<file path="config.mk">
export PLATFORM = sky130hd
export DESIGN_NAME = ram_request_responder
export DESIGN_NICKNAME = d
export VERILOG_FILES = /design/src/rtl/ram_request_responder_pkg.sv /design/src/rtl/ram_request_responder.sv
export SDC_FILE = /design/constraint.sdc
export NUM_CORES = 1
export LEC_CHECK = 0
export CAP_MARGIN = 15
export CELL_PAD_IN_SITES_DETAIL_PLACEMENT = 1
export CELL_PAD_IN_SITES_GLOBAL_PLACEMENT = 2
export CORE_MARGIN = 2
export CORE_UTILIZATION = 21
export CTS_CLUSTER_DIAMETER = 80
export DETAILED_ROUTE_END_ITERATION = 10
export GPL_TIMING_DRIVEN = 0
export PLACE_DENSITY_LB_ADDON = 0.1
export REMOVE_ABC_BUFFERS = 1
export SLEW_MARGIN = 0
export SYNTH_ARGS = -nofsm -noshare
export SYNTH_HDL_FRONTEND = slang
export SYNTH_SLANG_ARGS = --single-unit
</file>
<file path="constraint.sdc">
create_clock -name clk -period 2.7 [get_ports clk]
set_input_delay 0.54 -clock clk [delete_from_list [all_inputs] [get_ports clk]]
set_output_delay 0.54 -clock clk [all_outputs]
set_load 0.005 [all_outputs]
</file>
<file path="src/rtl/ram_request_responder_pkg.sv">
// rtl/ram_request_responder_pkg.sv - shared constants and types for the cache/RAM FIFO link
//
// Purpose: state encoding of the RAM-side responder, burst geometry and the
// request-entry field layout. The cache-side controller packs entries with
// the same field positions, so both ends agree on the bit layout.
//
// Contents:
//   state_t         responder FSM states
//   WORDS_PER_LINE  words per cache line (burst length)
//   RQ_*            request-entry field positions for the default geometry
//   is_last_word()  true when a burst index addresses the final word
package ram_request_responder_pkg;

    typedef enum logic [2:0] {
        ST_IDLE     = 3'd0,
        ST_WR_DATA  = 3'd1,
        ST_RD_ISSUE = 3'd2,
        ST_RD_LATCH = 3'd3,
        ST_RD_PUSH  = 3'd4
    } state_t;

    localparam int WORDS_PER_LINE = 4;
    localparam int LINE_IDX_W     = 2;

    localparam int DEF_ADDR_SIZE  = 13;
    localparam int DEF_WORD_WIDTH = 16;
    localparam int DEF_RQ_WIDTH   = 2 + DEF_ADDR_SIZE + DEF_WORD_WIDTH;

    // Entry layout, MSB first: avalid | rnw | line address | data word.
    localparam int RQ_DATA_LSB   = 0;
    localparam int RQ_ADDR_LSB   = RQ_DATA_LSB + DEF_WORD_WIDTH;
    localparam int RQ_RNW_BIT    = RQ_ADDR_LSB + DEF_ADDR_SIZE;
    localparam int RQ_AVALID_BIT = RQ_RNW_BIT + 1;

    function automatic logic is_last_word(input logic [LINE_IDX_W-1:0] i);
        return i == LINE_IDX_W'(WORDS_PER_LINE - 1);
    endfunction

endpackage

</file>
<file path="src/rtl/ram_request_responder.sv">
// rtl/ram_request_responder.sv - RAM-side executor of cache line requests
//
// Purpose: pops line requests from the request FIFO and runs each one as a
// 4-word burst against a single-port synchronous SRAM. Read words are pushed
// into the response FIFO, LSW first. One request is in flight at a time.
//
// Ports:
//   clk, reset          clock, asynchronous active-high reset
//   rq_empty, rq_dout   request FIFO status and first-word-fall-through head
//   rq_rd               pop request FIFO head
//   rs_full             response FIFO full
//   rs_wr, rs_din       push read word into response FIFO
//   ram_en, ram_we      SRAM access strobe and write enable
//   ram_a, ram_wd       SRAM word address {line, idx} and write data
//   ram_rd              SRAM read data, one cycle after a read access
//   busy                responder is not idle
//   err_orphan          continuation entry seen while idle (dropped)
//   err_trunc           write burst cut short by a new request
module ram_request_responder
    import ram_request_responder_pkg::*;
#(
    parameter int ADDR_SIZE  = 13,
    parameter int WORD_WIDTH = 16,
    parameter int RQ_WIDTH   = 2 + ADDR_SIZE + WORD_WIDTH
) (
    input  logic                  clk,
    input  logic                  reset,
    input  logic                  rq_empty,
    input  logic [RQ_WIDTH-1:0]   rq_dout,
    output logic                  rq_rd,
    input  logic                  rs_full,
    output logic                  rs_wr,
    output logic [WORD_WIDTH-1:0] rs_din,
    output logic                  ram_en,
    output logic                  ram_we,
    output logic [ADDR_SIZE+1:0]  ram_a,
    output logic [WORD_WIDTH-1:0] ram_wd,
    input  logic [WORD_WIDTH-1:0] ram_rd,
    output logic                  busy,
    output logic                  err_orphan,
    output logic                  err_trunc
);

    // Field positions follow the parameters so non-default geometries still
    // decode correctly; for the defaults they equal the package RQ_* values.
    localparam int AVALID_POS = RQ_WIDTH - 1;
    localparam int RNW_POS    = RQ_WIDTH - 2;
    localparam int ADDR_LSB   = WORD_WIDTH;

    state_t                  state, state_n;
    logic [ADDR_SIZE-1:0]    line, line_n;
    logic [LINE_IDX_W-1:0]   idx, idx_n;
    logic [WORD_WIDTH-1:0]   hold, hold_n;

    logic                    head_avalid;
    logic                    head_rnw;
    logic [ADDR_SIZE-1:0]    head_addr;
    logic [WORD_WIDTH-1:0]   head_data;

    logic                    rq_rd_c, rs_wr_c, ram_en_c, ram_we_c;
    logic [WORD_WIDTH-1:0]   rs_din_c, ram_wd_c;
    logic [ADDR_SIZE+1:0]    ram_a_c;
    logic                    orphan_c, trunc_c;

    assign head_avalid = rq_dout[AVALID_POS];
    assign head_rnw    = rq_dout[RNW_POS];
    assign head_addr   = rq_dout[ADDR_LSB +: ADDR_SIZE];
    assign head_data   = rq_dout[RQ_DATA_LSB +: WORD_WIDTH];

    always_ff @(posedge clk or posedge reset) begin
        if (reset) begin
            state <= ST_IDLE;
            line  <= '0;
            idx   <= '0;
            hold  <= '0;
        end else begin
            state <= state_n;
            line  <= line_n;
            idx   <= idx_n;
            hold  <= hold_n;
        end
    end

    always_comb begin
        state_n  = state;
        line_n   = line;
        idx_n    = idx;
        hold_n   = hold;
        rq_rd_c  = 1'b0;
        rs_wr_c  = 1'b0;
        rs_din_c = '0;
        ram_en_c = 1'b0;
        ram_we_c = 1'b0;
        ram_a_c  = '0;
        ram_wd_c = '0;
        orphan_c = 1'b0;
        trunc_c  = 1'b0;

        unique case (state)
            ST_IDLE: begin
                if (!rq_empty) begin
                    rq_rd_c = 1'b1;
                    if (!head_avalid) begin
                        // Continuation word with no burst open: drop it.
                        orphan_c = 1'b1;
                    end else if (head_rnw) begin
                        line_n  = head_addr;
                        idx_n   = '0;
                        state_n = ST_RD_ISSUE;
                    end else begin
                        // The head entry of a write already carries word 0,
                        // so it is written in the same cycle it is popped.
                        ram_en_c = 1'b1;
                        ram_we_c = 1'b1;
                        ram_a_c  = {head_addr, 2'd0};
                        ram_wd_c = head_data;
                        line_n   = head_addr;
                        idx_n    = 2'd1;
                        state_n  = ST_WR_DATA;
                    end
                end
            end

            ST_WR_DATA: begin
                if (!rq_empty) begin
                    if (!head_avalid) begin
                        rq_rd_c  = 1'b1;
                        ram_en_c = 1'b1;
                        ram_we_c = 1'b1;
                        ram_a_c  = {line, idx};
                        ram_wd_c = head_data;
                        idx_n    = idx + 2'd1;
                        if (is_last_word(idx)) begin
                            state_n = ST_IDLE;
                        end
                    end else begin
                        // A new request arrived mid-burst: abandon the write
                        // and leave the head for IDLE to process.
                        trunc_c = 1'b1;
                        state_n = ST_IDLE;
                    end
                end
            end

            ST_RD_ISSUE: begin
                ram_en_c = 1'b1;
                ram_a_c  = {line, idx};
                state_n  = ST_RD_LATCH;
            end

            ST_RD_LATCH: begin
                // Capture the word so backpressure in RD_PUSH cannot lose it.
                hold_n  = ram_rd;
                state_n = ST_RD_PUSH;
            end

            ST_RD_PUSH: begin
                if (!rs_full) begin
                    rs_wr_c  = 1'b1;
                    rs_din_c = hold;
                    idx_n    = idx + 2'd1;
                    state_n  = is_last_word(idx) ? ST_IDLE : ST_RD_ISSUE;
                end
            end

            default: begin
                state_n = ST_IDLE;
            end
        endcase
    end

    // Every output is forced low while reset is asserted, including the
    // cycle in which reset rises mid-burst.
    assign rq_rd      = rq_rd_c  & ~reset;
    assign rs_wr      = rs_wr_c  & ~reset;
    assign rs_din     = reset ? '0 : rs_din_c;
    assign ram_en     = ram_en_c & ~reset;
    assign ram_we     = ram_we_c & ~reset;
    assign ram_a      = reset ? '0 : ram_a_c;
    assign ram_wd     = reset ? '0 : ram_wd_c;
    assign busy       = (state != ST_IDLE) & ~reset;
    assign err_orphan = orphan_c & ~reset;
    assign err_trunc  = trunc_c  & ~reset;

endmodule

</file>
==> run_1/flops_by_reg.png <==
Scale: 2 px per um. Other cells in gray.
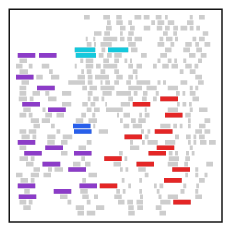
Key: `state` = cyan [sequential cells 3]; `hold` = purple [sequential cells 16]; `idx` = blue [sequential cells 2]; `line` = red [sequential cells 13]

==> run_1/io_fan.png <==
Scale: 4 px per um.
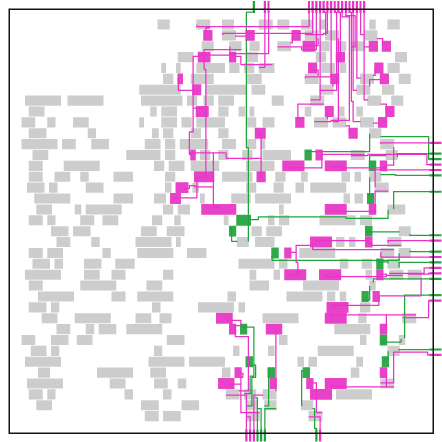
Key: `rq_dout` = magenta [bits 31, direction input, end cells 54, buffers 31, wire 1070 um]; `ram_a` = green [bits 15, direction output, end cells 15, buffers 15, wire 397 um]
num ports: 105
quantity of I/O buffers inserted on ports: 104

==> run_1/placement.png <==
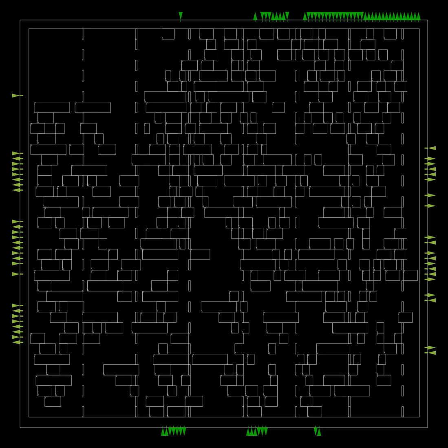
proportion of cell area occupied by registers: 0.2304
final core area utilization: 0.3673
fillers: 1168
tap cells: 136

==> results.txt, run 1 <==
Physical implementation.

- The run finished with clean final reports.
- Dividing total power by cell area gives a power density of just under 800 nW/um2.
- The worst register-to-register path has a setup slack of just under 0.6 ns.
- Once detail routing completed, the nets flagged for antenna violations numbered 0.
- The smallest clock period supported by the final layout is computed as approximately 2.7 ns.
- The floorplan die width is between 100 and 150 um.
- For this run, the register share of the synthesized area comes to 0.3924.
- The floorplan step records an initial core utilization of 0.2129.
- The H-tree generated during clock tree synthesis spans 2 levels.
- The final hold violation count recorded for this run is 0.
- The TritonCTS buffer count is 5.
- The number of antenna violations at the first check in global routing is 0.
- The required time at the worst endpoint is listed as approximately 2.2 ns.
- The register area is ~860 um2.
- Summed over all layers, the global routing overflow is 0.
- The worst setup path is captured at an output pin.
- The number of warnings the tools reported is 27.
- TritonRoute reported its final design rule violation total as 0.
- The area of all placed cells without fillers is around 3700 um2.
- For this run, the script counts the antenna cells in the layout as 0.
- The number of placement rows is 37.
- The count of unique library cells instantiated by Yosys is 38.
- Averaged over all synthesized cells, the footprint is ~10 um2.
- The cell depth of the worst flop-to-flop path is 4.
- The global-route usage over all layers is 0.1368.
- The logic area is about 1200 um2.
- The final-report setup violation count is 0.
- The transition at the pin with the smallest max-transition slack is 0.8929 ns.
- Including well taps, the total number of placed cells is 438.
- Per the log, the first TritonRoute iteration ended with a DRC count of ~57.
- STA classifies the critical path startpoint as a register.
- The die is ~110 um tall.
## run 1: cell families (layout without fill, tap and decap cells)
| kind of cell | Yosys count | in the layout | synth area share |
|---|---|---|---|
| AND-OR/OR-AND | 40 | 40 | 0.1091 |
| multiplexers | 30 | 30 | 0.1731 |
| XOR/XNOR | 2 | 2 | 0.008080 |
| buffers and inverters | 22 | 152 | 0.05481 |
| adder cells (fa/ha/maj) | 1 | 1 | 0.005769 |
| flip-flops | 34 | 34 | 0.3924 |
| AND/OR/NAND/NOR | 86 | 86 | 0.2568 |
## run 1: routing by layer
metal	vias up	wire length, um	GRT usage	share of wire
met5	-	0	0	0
met4	0	61	0.02914	0.0079
met3	4	469	0.03958	0.061
met2	59	3915	0.2429	0.51
met1	1049	3298	0.1637	0.43
li1	1007	-	-	-
## run 1: area by class of cell
| class | instances | area share |
|---|---|---|
| clock buffers | 6 | 0.02207 |
| clock inverters | 2 | 0.003344 |
| inverters | 4 | 0.004013 |
| multi-input cells | 159 | 0.3301 |
| flip-flops and latches | 34 | 0.2304 |
| well taps | 136 | 0.04548 |
| repair buffers | 140 | 0.3645 |
## run 1: flip-flops by register name, summed over array words and instances, names as in the netlist
signal	cells
hold	16
line	13
state	3
idx	2
## run 1: timing repair
action	in CTS	in global routing
setup endpoints to repair	66	26
hold buffers	0	0
setup buffers	25	8
pin swaps	6	4
cloned	2	0
resized	83	27
## run 1: cell usage after synthesis, drive strengths merged
| library cell | count | share of area |
|---|---|---|
| and3 | 16 | 0.046 |
| ha | 1 | 0.0058 |
| nor4b | 2 | 0.018 |
| nor4 | 1 | 0.0098 |
| nor3 | 6 | 0.014 |
| inv | 4 | 0.0069 |
| buf | 10 | 0.034 |
| and3b | 1 | 0.0040 |
| nor2b | 15 | 0.043 |
| a21oi | 18 | 0.047 |
| xnor2 | 1 | 0.0040 |
| clkbuf | 8 | 0.014 |
| or4 | 1 | 0.0052 |
| nand2 | 5 | 0.0098 |
| o31ai | 1 | 0.0035 |
| a211oi | 2 | 0.0069 |
| nand3b | 1 | 0.0035 |
| nor2 | 3 | 0.0052 |
| a211o | 2 | 0.0081 |
| o21a | 1 | 0.0035 |
| mux2 | 30 | 0.17 |
| o21ai | 13 | 0.030 |
| nor3b | 2 | 0.0069 |
| o21bai | 3 | 0.010 |
| nand4bb | 1 | 0.0052 |
| or3b | 1 | 0.0040 |
| nand3 | 13 | 0.030 |
| dfrtp | 34 | 0.39 |
| and2 | 17 | 0.049 |
| nand2b | 1 | 0.0029 |
| xor2 | 1 | 0.0040 |
## run 1: worst max-delay path, stage by stage, from the launching register on
cell	delay (ns)
sky130_fd_sc_hd__dfrtp_4	0.51
sky130_fd_sc_hd__buf_4	0.15
sky130_fd_sc_hd__buf_4	0.14
sky130_fd_sc_hd__nor4_4	0.28
sky130_fd_sc_hd__buf_12	0.18
sky130_fd_sc_hd__nand3_1	0.08
sky130_fd_sc_hd__a21oi_1	0.23
sky130_fd_sc_hd__dlygate4sd2_1	0.27
## run 1: where the power goes
part	internal, mW	total, mW	switching, mW	leakage [nW]
logic	0.939	1.58	0.645	1.56
clock network	0.205	0.403	0.198	0.0472
registers	0.781	0.928	0.147	0.400
==> run 1 -> run 2 <==
--- a/config.mk
+++ b/config.mk
@@ -8,6 +8,7 @@
 export CAP_MARGIN = 15
 export CELL_PAD_IN_SITES_DETAIL_PLACEMENT = 1
 export CELL_PAD_IN_SITES_GLOBAL_PLACEMENT = 2
+export CORE_ASPECT_RATIO = 2
 export CORE_MARGIN = 2
 export CORE_UTILIZATION = 21
 export CTS_CLUSTER_DIAMETER = 80
==> run_2/placement_by_type.png <==
Scale: 2 px per um.
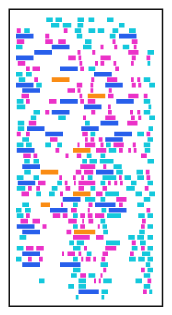
Key: sequential cells = blue [cells 34, share of their area 23%]; clock drivers and dummy loads = orange [cells 7, share of their area 4.6%]; remaining buffers and delay cells = cyan [cells 143, share of their area 38%]; combinational and other logic = magenta [cells 163, share of their area 34%]
post-route design area: 3840 um2
number of placement rows: 52

==> run_2/flops_by_reg.png <==
Scale: 2 px per um. Other cells in gray.
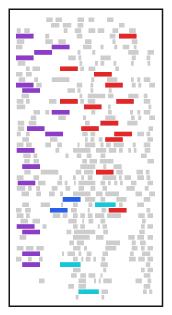
Key: `hold` = purple [sequential cells 16]; `idx` = blue [sequential cells 2]; `line` = red [sequential cells 13]; `state` = cyan [sequential cells 3]

==> results.txt, run 2 <==
Physical implementation.

- The library cell contributing the largest single delay on the critical path is sky130_fd_sc_hd__or4_4.
- STA classifies the critical path startpoint as a register.
- The number of warnings the tools reported is 26 (-3.7%).
- The post-synthesis compound-gate area fraction came to 0.1091 (unchanged).
- The post-layout minimum cycle time is 2.649 ns (-0.01762 ns).
- The cell sequence reported for the critical path is or4_4 -> buf_4 -> nor2_1 -> clkdlybuf4s50_1.
- The primary flip-flop cell chosen by synthesis mapping is sky130_fd_sc_hd__dfrtp_1.
- The category of the worst setup path capture point is an output pin.
- The power density over cell area is 842.8 nW/um2 (+8.2%).
- The number of buffers inserted by port buffering is 104 (unchanged).
- The portion of synthesized cell area occupied by the leading cell type is 0.3924 (unchanged).
- The internal reg-to-reg setup slack is 0.68 ns (+0.09 ns).
- The level count of the clock H-tree is 2 (unchanged).
- The count of unresolved DRC violations after routing came to 0 (unchanged).
- The cell depth of the worst flop-to-flop path is 6 (+2).
- The top-level port count was 105 (unchanged).
- The registers reported with the highest flop counts are hold x16, line x13, state x3.
- The share of synthesized area spent on multiplexers was 0.1731 (unchanged).
- The TritonCTS buffer count is 5 (unchanged).
- The share of synthesized cell area in full adder, half adder and majority cells is 0.005770 (unchanged).
- The async set or reset register ratio after synthesis was 1.000 (unchanged).
- The count of routing violations after the opening detailed-route iteration is 32 (-44%).
- The post-synthesis xor/xnor area fraction is 0.008078 (unchanged).
- The count of unique library cells instantiated by Yosys is 38 (unchanged).
- The area fraction in and, or, nand and nor cells is 0.2568 (unchanged).
- The flow ran to the end, and the final reports show no timing, DRC or antenna violations.
- The transition at the pin with the smallest max-transition slack is 0.8824 ns (-0.01043 ns).
- The global-route congestion overflow total was 0 (unchanged).
- For reference, the top logic cell family by area is simple AND/OR/NAND/NOR gates.
- The number of hold-slack violations in the final timing report is 0 (unchanged).
- The number of antenna violations at the first check in global routing was 0 (unchanged).
- The tally of nets with antenna violations remaining after routing is 0 (unchanged).
- The net switching power was 1.043 mW (+5.3%).
- The total of fill cells in the finished design is 1122 (-3.9%).
- By count the netlist is led by 34 x sky130_fd_sc_hd__dfrtp_1, 20 x sky130_fd_sc_hd__mux2_2, 17 x sky130_fd_sc_hd__a21oi_1, 17 x sky130_fd_sc_hd__and2_1, 16 x sky130_fd_sc_hd__and3_1.
- The sequential cell area fraction in the yosys report is 0.3924 (unchanged).
- The largest register by flop count is hold.
- The average instance area after synthesis came to 10.09 um2 (unchanged).
- The post-synth tally of flip-flops with integrated enable came to 0 (unchanged).
- The height of the chip was 147.7 um (+40%).
- The proportion of power drawn by flip-flops and latches is 0.287 (-0.031).
- The initial cell density of the core is 0.2150 (+0.002113).
- The clock power share is 0.208 (+0.070).
- The global-route usage over all layers is 0.1574 (+0.02059).
- The register area is 862.1 um2 (unchanged).
- The number of flip-flops in the largest register is 16 (unchanged).
- The logic area is 1241 um2 (+0.51%).
- The design internal power is 2.194 mW (+14%).
==> run 2: cell counts after synthesis <==
No cell type changed its count.
==> run 2: through the flow <==
stage,total power [mW],utilization,setup slack [ns],setup TNS [ns]
after floorplan,1.725,-,0.4547,0
after global placement,2.206,0.3247,-1.314,-57.98
after detailed placement,2.257,0.3282,-0.9913,-39.89
after CTS,3.196,0.3703,-0.1000,-0.3774
after global routing,3.484,0.3808,0.002054,0
final,3.236,0.3808,0.05084,0
==> run 2: logic make-up (layout without fill, tap and decap cells) <==
logic type | count (synthesis) | count (layout)
simple gates | 86 | 86
compound gates | 40 | 40
flops | 34 | 34
mux | 30 | 30
buf+inv | 22 | 154
xor+xnor | 2 | 2
fa+ha+maj | 1 | 1
==> run 2: worst max-delay path, delay by kind of cell (launching register included) <==
| family | cells | cell delay (ns) |
|---|---|---|
| flops | 1 | 0.52 |
| simple gates | 2 | 0.65 |
| buf+inv | 2 | 0.66 |
==> run 2: metal layers <==
| layer | GRT usage | vias to the layer above | routed length, um | part of all wire |
|---|---|---|---|---|
| met3 | 0.03272 | 9 | 515 | 0.060 |
| met2 | 0.3078 | 85 | 5049 | 0.59 |
| met1 | 0.1534 | 1055 | 2885 | 0.34 |
| met4 | 0.04737 | 0 | 109 | 0.013 |
| met5 | 0 | - | 0 | 0 |
| li1 | - | 1018 | - | - |
==> run 2: how the worst max path moves through the flow <==
stage | slack [ns] | endpoint | cells past startpoint | start
floorplan | 0.45 | rs_din[0] | 2 | reset
global placement | -1.31 | ram_en | 5 | rq_dout[30]
detailed placement | -0.99 | ram_a[14] | 6 | rq_dout[30]
CTS | -0.10 | ram_a[6] | 6 | state[1]
global route | 0.002 | err_trunc | 4 | state[1]
finish | 0.05 | err_trunc | 4 | state[1]
==> run 2: power groups by stage <==
stage               clock [mW]  sequential, mW  combinational, mW
finish                   0.675           0.928               1.63
global route             0.714           0.964               1.81
CTS                      0.698           0.919               1.58
detailed placement           0            1.02               1.24
global placement             0           0.999               1.21
floorplan                    0           0.940              0.785
==> run 2: final cells by class <==
type,count,area share
clock buffers,6,0.03617
clock inverters,1,0.007820
inverters,4,0.003910
multi-input cells,159,0.3232
flip-flops and latches,34,0.2245
well taps,135,0.04399
repair buffers,143,0.3604
==> run 2: timing repair <==
item	CTS	global route
pin swaps	5	3
gates resized	81	20
gates cloned	2	0
setup buffers	24	10
setup endpoints to repair	66	17
Power figures rest on the tool's default switching activity, not on a simulated workload.
